Fig. 1: run 1, signal wires on met1
Scale bar: 20 um.
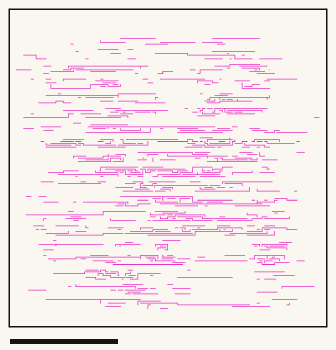
Fig. 2: run 1, I/O pins on the die edge
Scale bar: 20 um. Pins as bars across the die edge, other pins in grey.
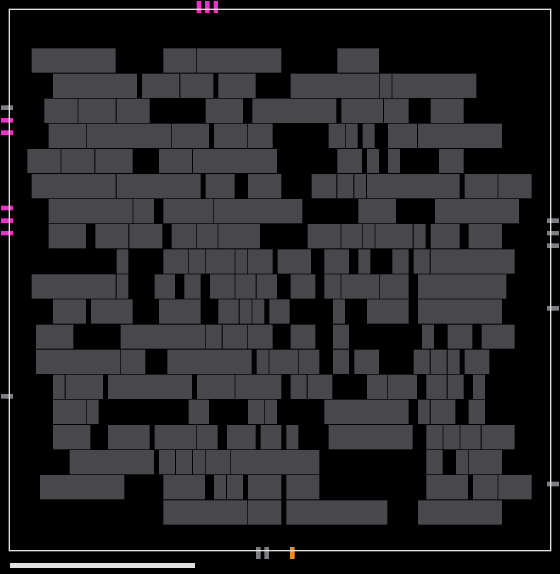
Fig. 3: run 1, sequential cells coloured by netlist name
Scale bar: 20 um.
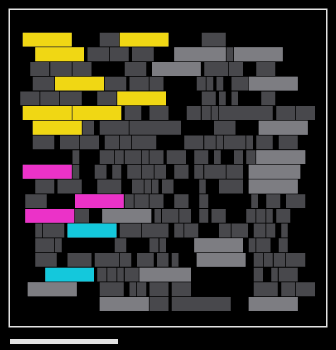
Fig. 4: run 1, wire density map
Scale bar: 20 um. The die is cut into 12 by 12 equal tiles; dark blue is low, red is high, scaled to the fullest tile. Values are wire area over tile area, all layers added.
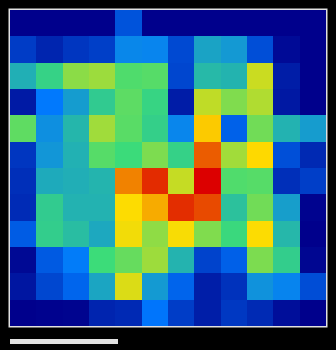
==> config.mk <==
export PLATFORM = sky130hd
export DESIGN_NAME = usb_phy_tx
export DESIGN_NICKNAME = d
export VERILOG_FILES = /design/src/rtl/usb_hub_pkg.sv /design/src/rtl/usb_bit_timer.sv /design/src/rtl/usb_phy_tx.sv
export SDC_FILE = /design/constraint.sdc
export NUM_CORES = 1
export LEC_CHECK = 0
export CORE_MARGIN = 1.5
export CORE_UTILIZATION = 56
export CTS_CLUSTER_SIZE = 25
export DETAILED_ROUTE_END_ITERATION = 16
export PLACE_DENSITY = 0.79
export SLEW_MARGIN = 15
export SYNTH_ARGS = -nofsm -noshare
export SYNTH_HDL_FRONTEND = slang
export SYNTH_SLANG_ARGS = --single-unit
==> constraint.sdc <==
create_clock -name hi_clock -period 2.7 [get_ports hi_clock]
set_input_delay 0.54 -clock hi_clock [delete_from_list [all_inputs] [get_ports hi_clock]]
set_output_delay 0.54 -clock hi_clock [all_outputs]
set_load 0.005 [all_outputs]
==> src/rtl/usb_hub_pkg.sv <==
// rtl/usb_hub_pkg.sv - shared USB hub types and line constants; USB_TX_LOW_SPEED_EN selects low-speed polarity
package usb_hub_pkg;

  typedef enum logic [2:0] {
    ST_IDLE,
    ST_SYNC,
    ST_DATA,
    ST_STUFF,
    ST_EOP_SE0,
    ST_EOP_J
  } tx_state_t;

  // Line states are packed as {plus, minus}.
`ifdef USB_TX_LOW_SPEED_EN
  localparam logic [1:0] USB_LINE_J = 2'b01;
  localparam logic [1:0] USB_LINE_K = 2'b10;
  localparam int USB_DEFAULT_CLKS_PER_BIT = 32;
`else
  localparam logic [1:0] USB_LINE_J = 2'b10;
  localparam logic [1:0] USB_LINE_K = 2'b01;
  localparam int USB_DEFAULT_CLKS_PER_BIT = 4;
`endif
  localparam logic [1:0] USB_LINE_SE0 = 2'b00;

  localparam logic [7:0] USB_SYNC_BYTE = 8'h80;
  localparam int USB_MAX_ONES = 6;
  localparam int USB_EOP_SE0_BITS = 2;

  // Map the NRZI level (1 = J) onto the pad pair.
  function automatic logic [1:0] usb_line_of(input logic lvl_j);
    return lvl_j ? USB_LINE_J : USB_LINE_K;
  endfunction

endpackage

==> src/rtl/usb_bit_timer.sv <==
// rtl/usb_bit_timer.sv - bit-time tick generator with synchronous restart
module usb_bit_timer #(
  parameter int CLKS_PER_BIT = 4
) (
  input  logic hi_clock,
  input  logic rst_n,
  input  logic restart,
  output logic tick,
  output logic pre_tick
);

  localparam int CW = $clog2(CLKS_PER_BIT);
  localparam logic [CW-1:0] LAST = CW'(CLKS_PER_BIT - 1);
  localparam logic [CW-1:0] PRE  = CW'(CLKS_PER_BIT - 2);

  logic [CW-1:0] cnt;

  // Count 0..CLKS_PER_BIT-1; restart pins the count at zero so a bit starts aligned.
  always_ff @(posedge hi_clock or negedge rst_n) begin
    if (!rst_n) begin
      cnt <= '0;
    end else if (restart || cnt == LAST) begin
      cnt <= '0;
    end else begin
      cnt <= cnt + 1'b1;
    end
  end

  // tick marks the last cycle of a bit; pre_tick the cycle before it.
  assign tick     = (cnt == LAST);
  assign pre_tick = (cnt == PRE);

endmodule

==> src/rtl/usb_phy_tx.sv <==
// rtl/usb_phy_tx.sv - USB upstream line transmitter (SYNC, NRZI, bit stuffing, EOP); USB_TX_LOW_SPEED_EN selects low speed
module usb_phy_tx
  import usb_hub_pkg::*;
#(
  parameter int CLKS_PER_BIT = USB_DEFAULT_CLKS_PER_BIT
) (
  input  logic       hi_clock,
  input  logic       rst_n,
  input  logic       tx_valid,
  input  logic [7:0] tx_data,
  input  logic       tx_last,
  output logic       tx_ready,
  output logic       tx_busy,
  output logic       tx_error,
  output logic       tx_plus,
  output logic       tx_minus,
  output logic       tx_oe
);

  localparam logic [2:0] MAX_ONES = 3'(USB_MAX_ONES);
  localparam logic [1:0] EOP_LAST = 2'(USB_EOP_SE0_BITS - 1);

  tx_state_t  state;
  logic [7:0] shreg;
  logic [2:0] bit_idx;
  logic [2:0] ones;
  logic       last_q;
  logic [1:0] eop_cnt;
  logic       lvl_j;

  logic       tick;
  logic       pre_tick;
  logic       xfer;
  logic       in_data;
  logic       at_boundary;
  logic       go_eop;
  logic       launch;
  logic       next_bit;
  logic [2:0] bit_inc;
  logic       nxt_lvl;
  logic [2:0] nxt_ones;

  usb_bit_timer #(.CLKS_PER_BIT(CLKS_PER_BIT)) u_timer (
    .hi_clock (hi_clock),
    .rst_n    (rst_n),
    .restart  (state == ST_IDLE),
    .tick     (tick),
    .pre_tick (pre_tick)
  );

  assign xfer        = tx_valid && tx_ready;
  assign in_data     = (state == ST_DATA) || (state == ST_STUFF);
  assign bit_inc     = bit_idx + 3'd1;
  // Last slot of a byte: bit 7 sent and no stuff bit pending (a trailing stuff slot keeps bit_idx at 7).
  assign at_boundary = in_data && (bit_idx == 3'd7) && (ones != MAX_ONES);
  assign go_eop      = tick && at_boundary && (last_q || !tx_valid);
  assign launch      = ((state == ST_IDLE) && xfer) ||
                       (tick && ((state == ST_SYNC) || in_data) && !go_eop);
  assign nxt_lvl     = next_bit ? lvl_j : ~lvl_j;
  assign nxt_ones    = next_bit ? ones + 3'd1 : 3'd0;

  // Select the bit that occupies the next slot; a stuff bit is a forced 0.
  always_comb begin
    next_bit = 1'b0;
    case (state)
      ST_SYNC: next_bit = (bit_idx == 3'd7) ? shreg[0] : USB_SYNC_BYTE[bit_inc];
      ST_DATA, ST_STUFF: begin
        if (ones == MAX_ONES)       next_bit = 1'b0;
        else if (bit_idx == 3'd7)   next_bit = tx_data[0];
        else                        next_bit = shreg[bit_inc];
      end
      default: next_bit = USB_SYNC_BYTE[0];
    endcase
  end

  // Packet sequencer with registered line, handshake and status outputs.
  always_ff @(posedge hi_clock or negedge rst_n) begin
    if (!rst_n) begin
      state              <= ST_IDLE;
      shreg              <= '0;
      bit_idx            <= '0;
      ones               <= '0;
      last_q             <= 1'b0;
      eop_cnt            <= '0;
      lvl_j              <= 1'b1;
      {tx_plus, tx_minus} <= USB_LINE_J;
      tx_oe              <= 1'b0;
      tx_busy            <= 1'b0;
      tx_ready           <= 1'b1;
      tx_error           <= 1'b0;
    end else begin
      tx_error <= 1'b0;
      tx_ready <= 1'b0;
      case (state)
        ST_IDLE: begin
          tx_ready <= !xfer;
          if (xfer) begin
            shreg   <= tx_data;
            last_q  <= tx_last;
            bit_idx <= '0;
            tx_oe   <= 1'b1;
            tx_busy <= 1'b1;
            state   <= ST_SYNC;
          end
        end
        ST_SYNC: begin
          if (tick) begin
            bit_idx <= bit_inc;
            if (bit_idx == 3'd7) state <= ST_DATA;
          end
        end
        ST_DATA, ST_STUFF: begin
          if (pre_tick) tx_ready <= at_boundary && !last_q;
          if (tick) begin
            if (ones == MAX_ONES) begin
              state <= ST_STUFF;
            end else if (bit_idx != 3'd7) begin
              bit_idx <= bit_inc;
              state   <= ST_DATA;
            end else if (go_eop) begin
              tx_error           <= !last_q;
              eop_cnt            <= '0;
              {tx_plus, tx_minus} <= USB_LINE_SE0;
              state              <= ST_EOP_SE0;
            end else begin
              shreg   <= tx_data;
              last_q  <= tx_last;
              bit_idx <= '0;
              state   <= ST_DATA;
            end
          end
        end
        ST_EOP_SE0: begin
          if (tick) begin
            if (eop_cnt == EOP_LAST) begin
              {tx_plus, tx_minus} <= USB_LINE_J;
              state              <= ST_EOP_J;
            end else begin
              eop_cnt <= eop_cnt + 2'd1;
            end
          end
        end
        ST_EOP_J: begin
          if (tick) begin
            lvl_j    <= 1'b1;
            tx_oe    <= 1'b0;
            tx_busy  <= 1'b0;
            tx_ready <= 1'b1;
            state    <= ST_IDLE;
          end
        end
        default: state <= ST_IDLE;
      endcase
      if (launch) begin
        lvl_j              <= nxt_lvl;
        ones               <= nxt_ones;
        {tx_plus, tx_minus} <= usb_line_of(nxt_lvl);
      end
    end
  end

endmodule
==> impl_metrics.yaml, run 1 <==
# synthesis and place-and-route metrics
outcome:
  status: "complete, no violations"
floorplanning:
  std_cell_rows: 19
  fp_util_pct: 61.0
  coreArea_um2: 2830
  pin_count: 18
  dieArea_um2: 3430
power:
  power_frac_seq_pct: 36.8
  leakage_nw: 0.835
  p_sw_share_pct: 40.3
  ir_drop_mv: 0.629
  power.switching_uw: 857
  p_clk_share_pct: 13.0
  p_per_area_nw_per_um2: 1090
logic_synthesis:
  synth-seq-area-share_pct: 40.8
  topCellsByArea: "dfrtp_1 (36%), mux2_1 (7.2%), ha_1 (5.8%)"
  postSynthAreaPerCell_um2: 10.6
  netlist_instances: 163
  ys_async_sr_fraction_pct: 100
  synth_nets: 183
  top_cell_area_share_pct: 36.2
  synth.distinct_cells: 54
  ys_warn_count: 0
  yosysTopAreaCell: "dfrtp_1"
final_layout:
  seq_area_um2: 704
  fin_nets: 199
  n_antenna_cell: 0
  syn_to_final_growth_pct: 13.0
setup_path:
  critical_path_class: "register to register"
  cpMostUsedCell: "ha_1"
  cp-startpoint: "bit_idx[1]"
  r2r_slack_ns: 0.30
  startpoint_type: "register"
  worst_ep_required_time_ns: 2.93
  rr_startpoint: "bit_idx[1]"
  cpMaxStageDelayCell: "dfrtp_1"
  crit_path_max_fanout: 9
placement:
  finalWeightedCongestion: 0.878
  place.detailed.hpwl_um: 2560
  pre_cts_slack_ns: 0.298
grt:
  antenna_found_initial: 0
  grt_max_degree: 29
  grt_pass1_wl_um: 5960
final_timing:
  min_period_ns: 2.40
  rsz0062_at_grt: "false"
  hold_viol: 0
  worst_slack_ns: 0.298
  whs_ns: 0.480
  max_slew_margin_pct: 64.0
  fin_crit_sh_pct: 89.0
  max_freq_ghz: 0.416
  worst_pin_slew_ns: 0.535
  finalMaxSlewViolations: 0
cts:
  cts.sinks: 28
  numCtsBuffers: 3
  clk_pin_slew_worst_paths_ns: 0.15
  cts_tree: "built"
job:
  maxCapViolCount: 0
routing:
  drtPass1Iterations: 4
  drc: 0
min_path:
  worstHoldPathType: "register to register"
## Picture notes: Fig. 1
- share of all routed wire: 46%
- longest straight run: 23.5 um
- wire length on this layer: 1,580 um
- nets with wire on the layer: 173
drt total wl: 3430 um
met1 Use GR: 28.8%
Vias: 1,291

## Picture notes: Fig. 2
- magenta: `tx_data` (pins 8; direction input; edge 5 left, 3 top)
- orange: `tx_ready` (pins 1; direction output; edge bottom)
IO buf count: 17
overall die height: 58.5 um
chip width: 58.5 um

## Picture notes: Fig. 3
- cyan: `u_timer.cnt` (sequential cells 2)
- magenta: `bit_idx` (sequential cells 3)
- yellow: `shreg` (sequential cells 8; where upper left)
- not coloured: 15

## Picture notes: Fig. 4
- mean over tiles: 0.16
- fullest tile: 0.47
- nearly empty tiles: 15%
- tiles over half the peak: 27%
- densest ninth of the die: centre
Tot GR Track Use: 22.3%
wire per inst: 16.4 um

## run 1: worst paths after layout
path / endpoint / depth (start not counted)
max in group asynchronous: lvl_j / 2
setup reg to reg: bit_idx[0] / 7
hold / removal: u_timer.cnt[0] / 1
setup / recovery: bit_idx[0] / 7
min in group asynchronous: eop_cnt[0] / 2
hold reg to reg: u_timer.cnt[0] / 1
## run 1: logic make-up (layout without fill, tap and decap cells)
| group | after synthesis | count (layout) | synth area share [%] |
|---|---|---|---|
| AND/OR/NAND/NOR | 50 | 50 | 17.3 |
| AND-OR/OR-AND | 43 | 43 | 20.4 |
| flip-flops | 28 | 28 | 40.8 |
| multiplexers | 17 | 17 | 10.7 |
| buffers and inverters | 17 | 32 | 5.00 |
| adder cells (fa/ha/maj) | 8 | 8 | 5.80 |
## run 1: metrics by stage
step / util [%] / power (mW) / instance area (um2)
2_1_floorplan: - / 1.60 / 1730
3_3_place_gp: 67.1 / 1.79 / 1900
3_5_place_dp: 67.1 / 1.86 / 1900
4_1_cts: 69.0 / 2.14 / 1950
5_1_grt: 69.0 / 2.29 / 1950
6_report: 69.0 / 2.13 / 1950
## run 1: flip-flops by register name, summed over array words and instances, names as in the netlist
register	cells
state	3
tx_plus	1
tx_error	1
tx_ready	1
lvl_j	1
bit_idx	3
last_q	1
shreg	8
eop_cnt	2
u_timer.cnt	2
ones	3
tx_minus	1
tx_oe	1
## run 1: area by class of cell
class | count | area share [%]
multi-input combinational | 118 | 48.0
sequential | 28 | 36.1
timing repair buffer | 19 | 9.49
tap | 31 | 1.99
inverter | 9 | 1.73
clock inverter | 1 | 1.54
clock buffer | 3 | 1.15
## run 1: worst register-to-register path, delay by kind of cell (launching register included)
kind	cells	cell delay, ns
flops	1	0.41
simple gates	1	0.28
mux	1	0.35
compound gates	3	0.75
fa+ha+maj	2	0.51
## run 1: per-layer routing
| layer | part of all wire [%] | vias up | track usage, % | routed length (um) |
|---|---|---|---|---|
| met5 | 0 | - | 0 | 0 |
| met4 | 0.90 | 0 | 6.64 | 31 |
| met3 | 3.3 | 4 | 2.20 | 112 |
| met2 | 50 | 27 | 39.5 | 1710 |
| met1 | 46 | 630 | 28.8 | 1580 |
| li1 | - | 630 | - | - |
## run 1: power by group through the flow
stage	clock [mW]	sequential, mW	combinational [mW]
6_report	0.276	0.784	1.07
4_1_cts	0.284	0.778	1.07
3_5_place_dp	0	0.789	1.07
5_1_grt	0.296	0.807	1.18
3_3_place_gp	0	0.774	1.02
2_1_floorplan	0	0.720	0.884
## run 1: placed cells by master (no fill, tap or decap), drive strengths merged, types with 2 or more instances in the layout
cell            n
clkdlybuf4s50  17
dfrtp          25
mux2           11
ha              8
nand3           3
nand3b          3
dfstp           3
clkbuf          3
nor3            4
nand4           2
and2            2
buf             2
a21oi           8
and3            2
a211oi          3
nand2b          5
o22ai           2
a21o            5
nand2          10
or3b            2
mux2i           6
nor2            9
o21ai           9
o31ai           2
inv             9
==> run 1 -> run 2 <==
GPL_ROUTABILITY_DRIVEN = 0   (was default)
Fig. 5: run 2, clock nets
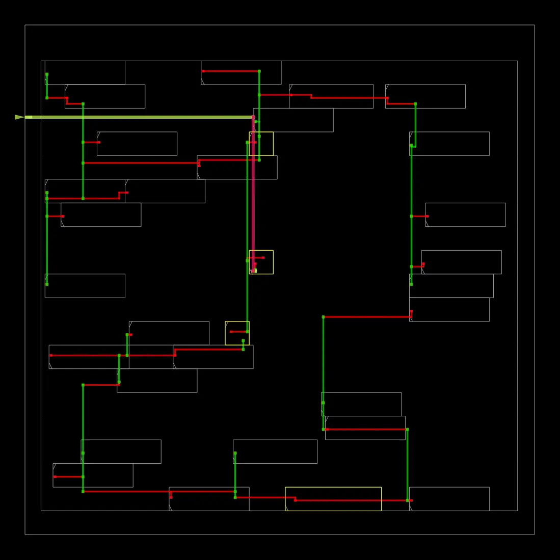
P_clk: 276 uW
flip-flops: 28

==> impl_metrics.yaml, run 2 <==
# synthesis and place-and-route metrics
logic_synthesis:
  ys_top_cells_by_count: "dfrtp_1 (25), mux2_1 (11), inv_1 (9), nand2_1 (9), nor2_1 (9)"
  synth.distinct_cells: 54
  postSynthAreaPerCell_um2: 10.6
  yosysTopAreaCell: "dfrtp_1"
  netlist_instances: 163
  ys_area_um2: 1730
  synth-seq-area-share_pct: 40.8
  synth_dominant_cell_count: "dfrtp_1"
  ys_cells: 163
  edf_count: 0
  syn_area_um2: 1730
  ys_warn_count: 0
  ys_async_sr_fraction_pct: 100
  top_cell_area_share_pct: 36.2
  ys_seq_elements: 28
  ys.flop_type: "dfrtp_1"
  topCellsByArea: "dfrtp_1 (36%), mux2_1 (7.2%), ha_1 (5.8%)"
  synth_nets: 183
setup_path:
  crit_arrival_ns: 2.63
  path_cells: "ha_1 -> ha_1 -> a21boi_2 -> a41oi_1 -> and3_1 -> o21ai_1 -> mux2_1"
  cp_num_buf_inv: 0
  end_kind: "register"
  worst_ep_required_time_ns: 2.93
  critical_path_class: "register to register"
  crit_path_max_fanout: 9
  cpMostUsedCell: "ha_1"
  cpLargestDelayFamily: "AND-OR/OR-AND gates"
  startpoint_type: "register"
  max_stage_delay_ns: 0.41
  cpMaxStageDelayCell: "dfrtp_1"
final_timing:
  min_period_ns: 2.40
  rsz0062_at_grt: "false"
  tns_ns: 0
  skew_ns: 0.00644
  setup_viol: 0
  max_freq_ghz: 0.416
  hold_viol: 0
  worst_pin_slew_ns: 0.535
  fin_crit_sh_pct: 89.0
  whs_ns: 0.480
  max_slew_margin_pct: 64.0
  finalMaxSlewViolations: 0
cts:
  postCtsHoldBufs: 0
  cts.sinks: 28
  post_cts_resized: 0
  cts_root_buf: "clkbuf_4"
  cts_tree: "built"
  cts_buffer_depth: 2
  clk_pin_slew_worst_paths_ns: 0.15
  numCtsBuffers: 3
  h-tree-depth: 1
  post_cts_buffers: 0
  clkLatencyLatePin_ns: 0.33
power:
  p_int_mw: 1.27
  pwr-share-comb_pct: 50.2
  power.switching_uw: 857
  power.total_mw: 2.13
  leakage_nw: 0.835
  power_frac_seq_pct: 36.8
  p_clk_share_pct: 13.0
  p_per_area_nw_per_um2: 1090
  p_sw_share_pct: 40.3
  ir_drop_mv: 0.629
outcome:
  status: "complete, no violations"
routing:
  drc: 0
  drtIter0Drc: 103
  antenna_left: 0
  drtPass1Iterations: 4
  wl_um: 3430
  wire_per_inst_um: 16.4
  viasPerCell: 6.18
  via_count: 1291
grt:
  overflow: 0
  met1_usage_pct: 28.8
  grtUsageMet2_pct: 39.5
  grt_max_degree: 29
  grt_use_total_pct: 22.3
  top_usage_layer: "met2"
  grt_use_met3_pct: 2.20
  grt_pass1_wl_um: 5960
  antenna_found_initial: 0
  grt_pass1_vias: 1338
final_layout:
  drive_above_1_share_pct: 11.2
  lay_top_cells: "dfrtp_1 (25), clkdlybuf4s50_1 (17), mux2_1 (11)"
  largest_reg_flops: 8
  seq_area_um2: 704
  n_antenna_cell: 0
  regMostFlops: "shreg"
  fin_area_um2: 1950
  comb_area_um2: 936
  fin_nets: 199
  nFillCells: 234
  syn_to_final_growth_pct: 13.0
  mostFrequentLayoutCell: "dfrtp_1"
job:
  maxCapViolCount: 0
  openroad.warnings: 29
placement:
  place_area_um2: 1900
  numPortBuffers: 17
  place.detailed.hpwl_um: 2560
floorplanning:
  coreArea_um2: 2830
  die_w_um: 58.5
  dieArea_um2: 3430
  fp_util_pct: 61.0
  std_cell_rows: 19
  pin_count: 18
  die-height_um: 58.5
min_path:
  worstHoldPathType: "register to register"
Fig. 6: run 2, signal wires on met1
Scale bar: 20 um.
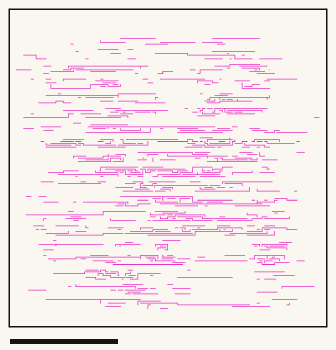
- wire length on this layer: 1,580 um
- nets with wire on the layer: 173
- longest straight run: 23.5 um

==> run 2: final cells by class <==
type                            instances  area share, %
Tap cell                               31           1.99
Timing Repair Buffer                   19           9.49
Sequential cell                        28           36.1
Clock inverter                          1           1.54
Inverter                                9           1.73
Clock buffer                            3           1.15
Multi-Input combinational cell        118           48.0
==> run 2: cells by family after synthesis <==
group | synth area share (%)
multiplexers | 10.7
AND/OR/NAND/NOR | 17.3
AND-OR/OR-AND | 20.4
buffers and inverters | 5.00
flip-flops | 40.8
adder cells (fa/ha/maj) | 5.80
==> run 2: worst paths after layout <==
kind | from | end | slack [ns] | depth (start not counted)
max | bit_idx[1] | bit_idx[0] | 0.30 | 7
min reg2reg | u_timer.cnt[0] | u_timer.cnt[0] | 0.48 | 1
min | u_timer.cnt[0] | u_timer.cnt[0] | 0.48 | 1
max in group asynchronous | rst_n | lvl_j | 1.82 | 2
max reg2reg | bit_idx[1] | bit_idx[0] | 0.30 | 7
min in group asynchronous | rst_n | eop_cnt[0] | 0.56 | 2
==> run 2: power by group through the flow <==
stage               registers [mW]  clock network, mW  logic, mW
finish                       0.784              0.276       1.07
floorplan                    0.720                  0      0.884
global placement             0.774                  0       1.02
global route                 0.807              0.296       1.18
detailed placement           0.789                  0       1.07
CTS                          0.778              0.284       1.07
==> run 2: routing by layer <==
layer	routed length (um)	vias up
li1	-	630
met4	31	0
met2	1710	27
met3	112	4
met1	1580	630
met5	0	-
==> run 2: metrics by stage <==
| step | cells | setup slack, ns | utilization, % |
|---|---|---|---|
| floorplan | 163 | 0.525 | - |
| CTS | 209 | 0.302 | 69.0 |
| global placement | 205 | 0.346 | 67.1 |
| global route | 209 | 0.142 | 69.0 |
| finish | 209 | 0.298 | 69.0 |
| detailed placement | 205 | 0.298 | 67.1 |
No activity file was given, so power comes from the tool's default toggle rates.
